**src/rtl/ss_pkg.sv**
```systemverilog
// Shared types and constants for the spread-spectrum carrier address generator.
package ss_pkg;

  typedef enum logic {
    IDLE = 1'b0,
    RUN  = 1'b1
  } ss_state_e;

  localparam int unsigned PN_WIDTH  = 7;
  localparam int unsigned PN_TAP_HI = 6;
  localparam int unsigned PN_TAP_LO = 5;
  localparam int unsigned ADDR_W    = 3;

  localparam logic [PN_WIDTH-1:0] PN_SEED_DEFAULT = 7'b0000001;

  // x^7 + x^6 + 1, shifting toward the MSB; the MSB is the output chip
  function automatic logic [PN_WIDTH-1:0] pn_next(input logic [PN_WIDTH-1:0] s);
    return {s[PN_WIDTH-2:0], s[PN_TAP_HI] ^ s[PN_TAP_LO]};
  endfunction

endpackage

```
**src/rtl/pn_lfsr.sv**
```systemverilog
// 7-bit PN sequence generator; load has priority over step.
module pn_lfsr
  import ss_pkg::*;
#(
  parameter logic [PN_WIDTH-1:0] RST_SEED = PN_SEED_DEFAULT
) (
  input  logic                clk_s,
  input  logic                rst,
  input  logic                load,
  input  logic                step,
  input  logic [PN_WIDTH-1:0] seed,
  output logic                chip
);

  logic [PN_WIDTH-1:0] r_lfsr;

  always_ff @(posedge clk_s or posedge rst) begin
    if (rst)       r_lfsr <= RST_SEED;
    else if (load) r_lfsr <= seed;
    else if (step) r_lfsr <= pn_next(r_lfsr);
  end

  assign chip = r_lfsr[PN_WIDTH-1];

endmodule

```
**src/rtl/ss_addr_gen.sv**
```systemverilog
// BPSK spread-spectrum carrier-ROM address generator: one data bit is spread
// over CHIPS_PER_BIT PN chips of SAMPLES_PER_CHIP carrier samples each.
module ss_addr_gen
  import ss_pkg::*;
#(
  parameter int unsigned          SAMPLES_PER_CHIP = 8,
  parameter int unsigned          CHIPS_PER_BIT    = 127,
  parameter logic [PN_WIDTH-1:0]  PN_SEED          = PN_SEED_DEFAULT
) (
  input  logic              clk_s,
  input  logic              rst,
  input  logic              en,
  input  logic              data_in,
  input  logic              data_valid,
  output logic              data_ready,
  output logic [ADDR_W-1:0] add,
  output logic              chip_out,
  output logic              bit_strobe,
  output logic              underrun
);

  localparam int unsigned SW = (SAMPLES_PER_CHIP > 1) ? $clog2(SAMPLES_PER_CHIP) : 1;
  localparam int unsigned CW = (CHIPS_PER_BIT > 1) ? $clog2(CHIPS_PER_BIT) : 1;
  localparam logic [SW-1:0] S_LAST = SW'(SAMPLES_PER_CHIP - 1);
  localparam logic [CW-1:0] C_LAST = CW'(CHIPS_PER_BIT - 1);

  ss_state_e         r_state, w_state_nxt;
  logic              r_bit, w_bit_nxt;
  logic [ADDR_W-1:0] r_phase, w_phase_nxt;
  logic [SW-1:0]     r_sample, w_sample_nxt;
  logic [CW-1:0]     r_chip, w_chip_nxt;
  logic              w_load, w_step, w_pn_chip;
  logic              w_run, w_bnd, w_xfer;

  pn_lfsr #(.RST_SEED(PN_SEED)) u_pn (
    .clk_s (clk_s),
    .rst   (rst),
    .load  (w_load),
    .step  (w_step),
    .seed  (PN_SEED),
    .chip  (w_pn_chip)
  );

  assign w_run      = (r_state == RUN);
  assign w_bnd      = w_run && (r_sample == S_LAST) && (r_chip == C_LAST);
  assign data_ready = !rst && en && (!w_run || w_bnd);
  assign w_xfer     = data_valid && data_ready;
  assign bit_strobe = w_xfer;
  assign underrun   = en && w_bnd && !data_valid;

  always_comb begin
    w_state_nxt  = r_state;
    w_bit_nxt    = r_bit;
    w_phase_nxt  = r_phase;
    w_sample_nxt = r_sample;
    w_chip_nxt   = r_chip;
    w_load       = 1'b0;
    w_step       = 1'b0;
    if (en) begin
      if (w_xfer) begin
        w_state_nxt  = RUN;
        w_bit_nxt    = data_in;
        w_phase_nxt  = '0;
        w_sample_nxt = '0;
        w_chip_nxt   = '0;
        w_load       = 1'b1;
      end else if (w_run) begin
        if (w_bnd) begin
          w_state_nxt  = IDLE;
          w_phase_nxt  = '0;
          w_sample_nxt = '0;
          w_chip_nxt   = '0;
          w_load       = 1'b1;
        end else begin
          w_phase_nxt = r_phase + ADDR_W'(1);
          if (r_sample == S_LAST) begin
            w_sample_nxt = '0;
            w_chip_nxt   = r_chip + CW'(1);
            w_step       = 1'b1;
          end else begin
            w_sample_nxt = r_sample + SW'(1);
          end
        end
      end
    end
  end

  always_ff @(posedge clk_s or posedge rst) begin
    if (rst) begin
      r_state  <= IDLE;
      r_bit    <= 1'b0;
      r_phase  <= '0;
      r_sample <= '0;
      r_chip   <= '0;
    end else begin
      r_state  <= w_state_nxt;
      r_bit    <= w_bit_nxt;
      r_phase  <= w_phase_nxt;
      r_sample <= w_sample_nxt;
      r_chip   <= w_chip_nxt;
    end
  end

  // Adding 4 mod 8 only flips the MSB, so add is a gate-level decode of
  // registered phase, bit and chip; the chip register lives inside pn_lfsr.
  assign chip_out = w_run && w_pn_chip;
  assign add      = w_run ? {r_phase[ADDR_W-1] ^ r_bit ^ w_pn_chip, r_phase[ADDR_W-2:0]} : '0;

endmodule

```
**config.mk**
```make
export PLATFORM = sky130hd
export DESIGN_NAME = ss_addr_gen
export DESIGN_NICKNAME = d
export VERILOG_FILES = /design/src/rtl/ss_pkg.sv /design/src/rtl/pn_lfsr.sv /design/src/rtl/ss_addr_gen.sv
export SDC_FILE = /design/constraint.sdc
export NUM_CORES = 1
export LEC_CHECK = 0
export CAP_MARGIN = 20
export CORE_ASPECT_RATIO = 1.1
export CORE_MARGIN = 2
export CORE_UTILIZATION = 54
export CTS_BUF_LIST = sky130_fd_sc_hd__clkbuf_4 sky130_fd_sc_hd__clkbuf_8 sky130_fd_sc_hd__clkbuf_16
export CTS_CLUSTER_SIZE = 20
export DETAILED_ROUTE_END_ITERATION = 10
export MAX_ROUTING_LAYER = met4
export PLACE_DENSITY = 0.77
export SKIP_LAST_GASP = 1
export SLEW_MARGIN = 20
export SYNTH_ARGS = -nofsm -noshare
export SYNTH_HDL_FRONTEND = slang
export SYNTH_SLANG_ARGS = --single-unit
```
**constraint.sdc**
```tcl
create_clock -name clk_s -period 2.9 [get_ports clk_s]
set_clock_uncertainty 0.15 [all_clocks]
set_input_delay 0.87 -clock clk_s [delete_from_list [all_inputs] [get_ports clk_s]]
set_output_delay 0.87 -clock clk_s [all_outputs]
set_load 0.01 [all_outputs]
```
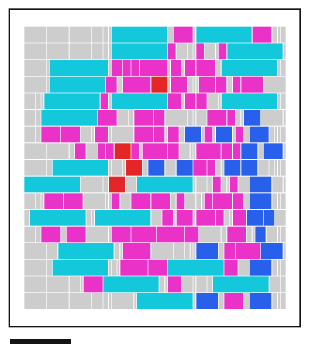
**Above:** run 1 (placed cells, one color a class).
Bar = 10 µm. Fill, decap, tap and diode cells in gray.
color	class	cells
red	clock drivers and dummy loads	4
cyan	sequential cells	22
magenta	combinational and other logic	79
blue	remaining buffers and delay cells	20
Placeable Area: 1980 µm²
summed area of non-filler cells in the final layout: 1320 µm²
placement row count: 17
share of the core filled with cells in the final layout: 66.6%

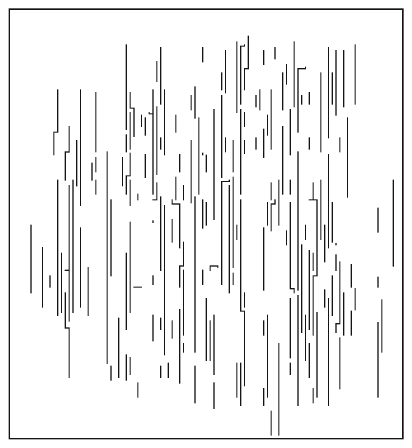
**Above:** run 1 (met2 routing).
longest straight run	25.5 µm
wire length on this layer	1000 µm
total number of vias: 833
aggregate routed wire length: 2010 µm
global-route track usage on met2: 34.0%

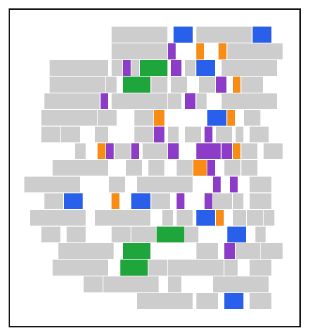
**Above:** run 1 (gate-type map).
color	family	cells	most used
orange	nor cells	10	nor2_1
blue	xor and xnor cells	9	xnor2_1
green	fa/ha/maj cells	5	ha_1
purple	nand cells	19	nand2_1
non-filler cells, final: 153
most frequently placed logic cell in the final layout: sky130_fd_sc_hd__dfrtp_1
combinational share of cell area: 40.1%

==> tab_implementation.tex, run 1 <==
% Auto-generated results table
\begin{tabular}{lr}
\hline
Metric & Value \\
\hline
\multicolumn{2}{l}{\textbf{Layout}} \\
Final \#Nets & 136 \\
Multi-input combinational gate total & 77 \\
Inverters & 2 \\
Fraction of standard cell area that is sequential & 41.9\% \\
Non-clock buffer area fraction after layout & 12.5\% \\
Storage element area & 552 µm² \\
Most frequent cells in the layout & sky130\_fd\_sc\_hd\_\_dfrtp\_1 (21), sky130\_fd\_sc\_hd\_\_nand2\_1 (11), sky130\_fd\_sc\_hd\_\_a22o\_1 (9), sky130\_fd\_sc\_hd\_\_buf\_4 (9), sky130\_fd\_sc\_hd\_\_nor2\_1 (8) \\
Count of inserted antenna diode cells & 0 \\
Tally of filler cells in the layout & 166 \\
Fraction of area in clock buffers and inverters & 2.28\% \\
Layout cell share with drive strength beyond 1 & 19.2\% \\
\multicolumn{2}{l}{\textbf{Place}} \\
Count of buffers inserted at the top-level ports & 11 \\
Post-DP Area & 1300 µm² \\
Post-DP HPWL & 1560 µm \\
Placer Congestion & 0.828 \\
Setup Slack @ Placement & -367 ps \\
\multicolumn{2}{l}{\textbf{Final timing}} \\
Fraction of the cycle the final worst path needs & 98.2\% \\
Final-report setup violation count & 0 \\
\multicolumn{2}{l}{\textbf{Synthesis}} \\
Simple share & 17.4\% \\
Post-synth area from yosys stat & 1110 µm² \\
Post-synth tally of flip-flops with integrated enable & 0 \\
Cell type with the largest total area & sky130\_fd\_sc\_hd\_\_dfrtp\_1 \\
Mean instance size in the synthesized netlist & 10.6 µm² \\
Area share of xor/xnor cells in the synthesized design & 7.08\% \\
Yosys reg bits & 22 \\
Share of the synthesized area in the top cell type & 47.2\% \\
Count leader, synth & sky130\_fd\_sc\_hd\_\_dfrtp\_1 \\
Sequential element share of the synthesized area & 49.6\% \\
\multicolumn{2}{l}{\textbf{Critical path}} \\
Crit path depth & 5 \\
Slowest library cell on the worst path & sky130\_fd\_sc\_hd\_\_clkdlybuf4s50\_1 \\
Worst setup path startpoint & rst \\
Largest driver fanout on the critical path & 4 \\
Arrival time at the worst endpoint & 1830 ps \\
Worst Setup End Kind & output port \\
Sequence of cells on the critical path & clkdlybuf4s50\_1, inv\_2, nand3\_1, a21oi\_2, clkbuf\_2 \\
Critical path startpoint category & input pin \\
\multicolumn{2}{l}{\textbf{Power and ir drop}} \\
Internal portion of total power & 606 µW \\
Peak ir drop on the vdd network & 0.000401 V \\
Seq. pwr & 460 µW \\
Power density over the cells & 658 nW/µm² \\
Switching power share of the total & 30.2\% \\
Net switching power & 262 µW \\
Leak pwr & 0.000617 µW \\
Relative contribution of sequential cells to total power & 53.0\% \\
Largest Pwr Group & sequential cells \\
\multicolumn{2}{l}{\textbf{Drt}} \\
WL met3 & 61 µm \\
DRC violations left & 0 \\
Top routing layer in use & met4 \\
Number of DRC markers in iteration 0 & 10 \\
\multicolumn{2}{l}{\textbf{Clock network}} \\
Maximum level of the CTS H-tree & 1 \\
Number of buffers created by CTS & 3 \\
CTS tree & done \\
Insertion delay of the later-clocked pin in the worst-skew pair & 300 ps \\
Buffer count from post-CTS setup fixing & 0 \\
\multicolumn{2}{l}{\textbf{Global routing}} \\
Via count of the first global-routing pass & 818 \\
Aggregate global-route resource usage & 20.1\% \\
Pin count of the biggest net entering global routing & 17 \\
Met1 global-route usage & 23.8\% \\
Global-route wire length before repair & 3390 µm \\
Busiest grt layer & met2 \\
Global route total overflow & 0 \\
\multicolumn{2}{l}{\textbf{Worst hold path}} \\
Start point of the worst hold path & u\_pn.r\_lfsr[2]\$\_DFFE\_PP0P\_ \\
\multicolumn{2}{l}{\textbf{Floorplan}} \\
Fraction of the core area occupied by cells at floorplan & 56.3\% \\
Floorplan die height & 51.6 µm \\
\multicolumn{2}{l}{\textbf{Run status}} \\
Status & finished clean \\
\hline
\end{tabular}
==> run 1 -> run 2 <==
--- a/config.mk
+++ b/config.mk
@@ -5,15 +5,13 @@
 export SDC_FILE = /design/constraint.sdc
 export NUM_CORES = 1
 export LEC_CHECK = 0
-export CAP_MARGIN = 20
-export CORE_ASPECT_RATIO = 1.1
 export CORE_MARGIN = 2
-export CORE_UTILIZATION = 54
+export CORE_UTILIZATION = 50
 export CTS_BUF_LIST = sky130_fd_sc_hd__clkbuf_4 sky130_fd_sc_hd__clkbuf_8 sky130_fd_sc_hd__clkbuf_16
 export CTS_CLUSTER_SIZE = 20
 export DETAILED_ROUTE_END_ITERATION = 10
 export MAX_ROUTING_LAYER = met4
-export PLACE_DENSITY = 0.77
+export PLACE_DENSITY = 0.72
 export SKIP_LAST_GASP = 1
 export SLEW_MARGIN = 20
 export SYNTH_ARGS = -nofsm -noshare
==> tab_implementation.tex, run 2 <==
% Auto-generated results table
\begin{tabular}{lr}
\hline
Metric & Value \\
\hline
\multicolumn{2}{l}{\textbf{Synthesis}} \\
Cell type with the largest total area & sky130\_fd\_sc\_hd\_\_dfrtp\_1 \\
Yosys reg bits & 22 (unchanged) \\
Post-synth area from yosys stat & 1110 µm² (unchanged) \\
Count leader, synth & sky130\_fd\_sc\_hd\_\_dfrtp\_1 \\
Area share of xor/xnor cells in the synthesized design & 7.08\% (unchanged) \\
Simple share & 17.4\% (unchanged) \\
\multicolumn{2}{l}{\textbf{Critical path}} \\
Worst Setup End Kind & output port \\
Critical path startpoint category & input pin \\
Largest driver fanout on the critical path & 4 (unchanged) \\
Arrival time at the worst endpoint & 1840 ps (about the same) \\
Slowest library cell on the worst path & sky130\_fd\_sc\_hd\_\_clkdlybuf4s50\_1 \\
Sequence of cells on the critical path & clkdlybuf4s50\_1, inv\_2, nand2\_1, a21oi\_1, clkdlybuf4s15\_1 \\
\multicolumn{2}{l}{\textbf{Power and ir drop}} \\
Leak pwr & 0.000659 µW (+6.8\%) \\
Power density over the cells & 711 nW/µm² (+7.9\%) \\
Switching power share of the total & 28.1\% (-2.0 points) \\
Seq. pwr & 449 µW (-2\%) \\
Largest Pwr Group & sequential cells \\
Peak ir drop on the vdd network & 0.000558 V (+39\%) \\
Net switching power & 282 µW (+7.7\%) \\
Relative contribution of sequential cells to total power & 44.9\% (-8.1 points) \\
Internal portion of total power & 719 µW (+19\%) \\
\multicolumn{2}{l}{\textbf{Worst hold path}} \\
Start point of the worst hold path & u\_pn.r\_lfsr[2]\$\_DFFE\_PP0P\_ \\
\multicolumn{2}{l}{\textbf{Place}} \\
Count of buffers inserted at the top-level ports & 11 (unchanged) \\
Setup Slack @ Placement & -373 ps (-6.05 ps) \\
Post-DP Area & 1310 µm² (+1.2\%) \\
Post-DP HPWL & 1570 µm (+0.70\%) \\
\multicolumn{2}{l}{\textbf{Layout}} \\
Multi-input combinational gate total & 77 (unchanged) \\
Most frequently placed logic cell in the final layout & sky130\_fd\_sc\_hd\_\_dfrtp\_1 \\
Storage element area & 552 µm² (unchanged) \\
Non-filler cells, final & 160 (+4.6\%) \\
Final \#Nets & 143 (+5.1\%) \\
Count of inserted antenna diode cells & 0 (unchanged) \\
Layout cell share with drive strength beyond 1 & 25.0\% (+5.8 points) \\
Combinational share of cell area & 38.2\% (-1.9 points) \\
\multicolumn{2}{l}{\textbf{Drt}} \\
Number of DRC markers in iteration 0 & 19 (+9) \\
DRC violations left & 0 (unchanged) \\
\multicolumn{2}{l}{\textbf{Clock network}} \\
CTS tree & done \\
Number of buffers created by CTS & 3 (unchanged) \\
\multicolumn{2}{l}{\textbf{Run status}} \\
Status & finished clean \\
\multicolumn{2}{l}{\textbf{Global routing}} \\
Via count of the first global-routing pass & 824 (+0.73\%) \\
Busiest grt layer & met2 \\
Aggregate global-route resource usage & 21.1\% (+0.93 points) \\
Pin count of the biggest net entering global routing & 14 (-3) \\
Global-route wire length before repair & 3820 µm (+13\%) \\
Met1 global-route usage & 25.9\% (+2.1 points) \\
\multicolumn{2}{l}{\textbf{Floorplan}} \\
Fraction of the core area occupied by cells at floorplan & 51.8\% (-4.5 points) \\
Placement row count & 17 (unchanged) \\
Floorplan die height & 51.2 µm (-0.84\%) \\
\multicolumn{2}{l}{\textbf{Final timing}} \\
Final-report setup violation count & 0 (unchanged) \\
Fraction of the cycle the final worst path needs & 98.5\% (+0.33 points) \\
\hline
\end{tabular}
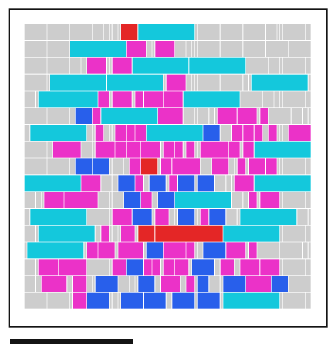
**Above:** run 2 (placed cells, one color a class).
Bar = 20 µm. Fill, decap, tap and diode cells in gray.
color	class	cells
red	clock drivers and dummy loads	4
cyan	sequential cells	22
blue	remaining buffers and delay cells	27
magenta	combinational and other logic	79
share of the core filled with cells in the final layout: 65.6%
Placeable Area: 2150 µm²
fraction of standard cell area that is sequential: 39.2%
summed area of non-filler cells in the final layout: 1410 µm²

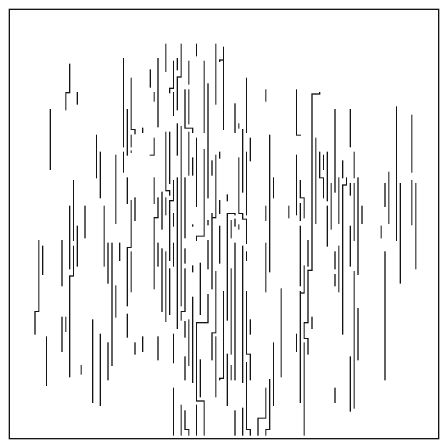
**Above:** run 2 (met2 routing).
wire length on this layer	1110 µm
longest straight run	21.4 µm
nets with wire on the layer	119
global-route track usage on met2: 34.2%
total number of vias: 855
aggregate routed wire length: 2210 µm

**Run 2: sizing map**

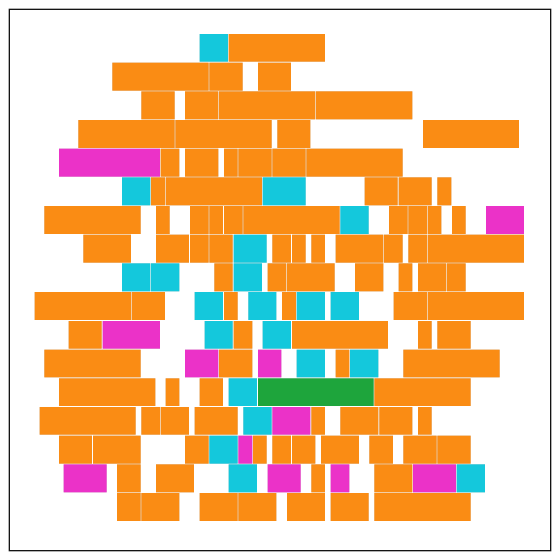

==> run 2 -> run 3 <==
--- a/config.mk
+++ b/config.mk
@@ -17,3 +17,4 @@
 export SYNTH_ARGS = -nofsm -noshare
 export SYNTH_HDL_FRONTEND = slang
 export SYNTH_SLANG_ARGS = --single-unit
+export TNS_END_PERCENT = 50
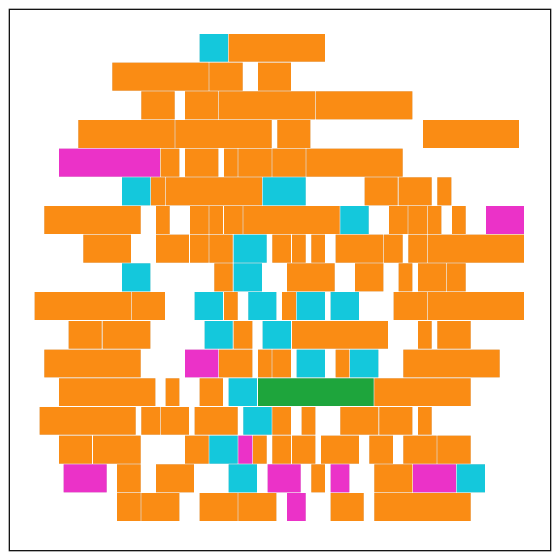
**Above:** run 3 (sizing map).
color	size	cells	share
cyan	_3 and _4 cells	20	15%
orange	_0 and _1 cells	101	77%
magenta	_2 cells	9	6.9%
green	_6 and larger	1	0.76%
summed area of non-filler cells in the final layout: 1390 µm²
total of plain and repair buffers excluding clock buffers: 26
layout overhead on the synthesized area: 24.4%
post-route setup slack: 52.8 ps

==> tab_implementation.tex, run 3 <==
% Auto-generated results table
\begin{tabular}{lr}
\hline
Metric & Value \\
\hline
\multicolumn{2}{l}{\textbf{Clock network}} \\
CTS tree & done \\
\multicolumn{2}{l}{\textbf{Run status}} \\
Status & finished clean \\
\multicolumn{2}{l}{\textbf{Synthesis}} \\
Post-synth area from yosys stat & 1110 µm² (unchanged) \\
Count leader, synth & sky130\_fd\_sc\_hd\_\_dfrtp\_1 \\
Area share of xor/xnor cells in the synthesized design & 7.08\% (unchanged) \\
Cell type with the largest total area & sky130\_fd\_sc\_hd\_\_dfrtp\_1 \\
\multicolumn{2}{l}{\textbf{Layout}} \\
Count of inserted antenna diode cells & 0 (unchanged) \\
Layout cell share with drive strength beyond 1 & 22.9\% (-2.1 points) \\
Fraction of standard cell area that is sequential & 39.8\% (+0.67 points) \\
Final \#Nets & 142 (-0.70\%) \\
Most frequently placed logic cell in the final layout & sky130\_fd\_sc\_hd\_\_dfrtp\_1 \\
Multi-input combinational gate total & 77 (unchanged) \\
Storage element area & 552 µm² (unchanged) \\
\multicolumn{2}{l}{\textbf{Power and ir drop}} \\
Switching power share of the total & 28.2\% (+0.040 points) \\
Relative contribution of sequential cells to total power & 45.3\% (+0.4 points) \\
Leak pwr & 0.000658 µW (-0.13\%) \\
Largest Pwr Group & sequential cells \\
Peak ir drop on the vdd network & 0.000555 V (-0.47\%) \\
Seq. pwr & 448 µW (about the same) \\
Power density over the cells & 713 nW/µm² (+0.39\%) \\
\multicolumn{2}{l}{\textbf{Final timing}} \\
Final-report setup violation count & 0 (unchanged) \\
\multicolumn{2}{l}{\textbf{Critical path}} \\
Critical path startpoint category & input pin \\
Sequence of cells on the critical path & clkdlybuf4s50\_1, buf\_4, nor2\_1, dlygate4sd2\_1 \\
Worst Setup End Kind & output port \\
Arrival time at the worst endpoint & 1830 ps (about the same) \\
\multicolumn{2}{l}{\textbf{Global routing}} \\
Met1 global-route usage & 25.9\% (unchanged) \\
Via count of the first global-routing pass & 812 (-1.5\%) \\
Global-route track usage on met2 & 33.5\% (-0.65 points) \\
\multicolumn{2}{l}{\textbf{Place}} \\
Count of buffers inserted at the top-level ports & 11 (unchanged) \\
Post-DP HPWL & 1570 µm (unchanged) \\
Post-DP Area & 1310 µm² (unchanged) \\
Setup Slack @ Placement & -373 ps (unchanged) \\
\multicolumn{2}{l}{\textbf{Worst hold path}} \\
Start point of the worst hold path & u\_pn.r\_lfsr[2]\$\_DFFE\_PP0P\_ \\
\multicolumn{2}{l}{\textbf{Floorplan}} \\
Placeable Area & 2150 µm² (unchanged) \\
Fraction of the core area occupied by cells at floorplan & 51.8\% (unchanged) \\
\multicolumn{2}{l}{\textbf{Drt}} \\
Aggregate routed wire length & 2150 µm (-2.7\%) \\
\hline
\end{tabular}
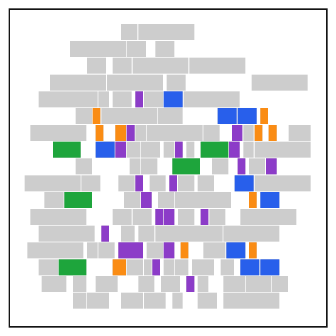
**Above:** run 3 (gate-type map).
color	family	cells	most used
green	fa/ha/maj cells	5	ha_1
purple	nand cells	19	nand2_1
orange	nor cells	10	nor2_1
blue	xor and xnor cells	9	xnor2_1
combinational share of cell area: 38.1%
non-filler cells, final: 159

Power and IR drop assume default switching activity.
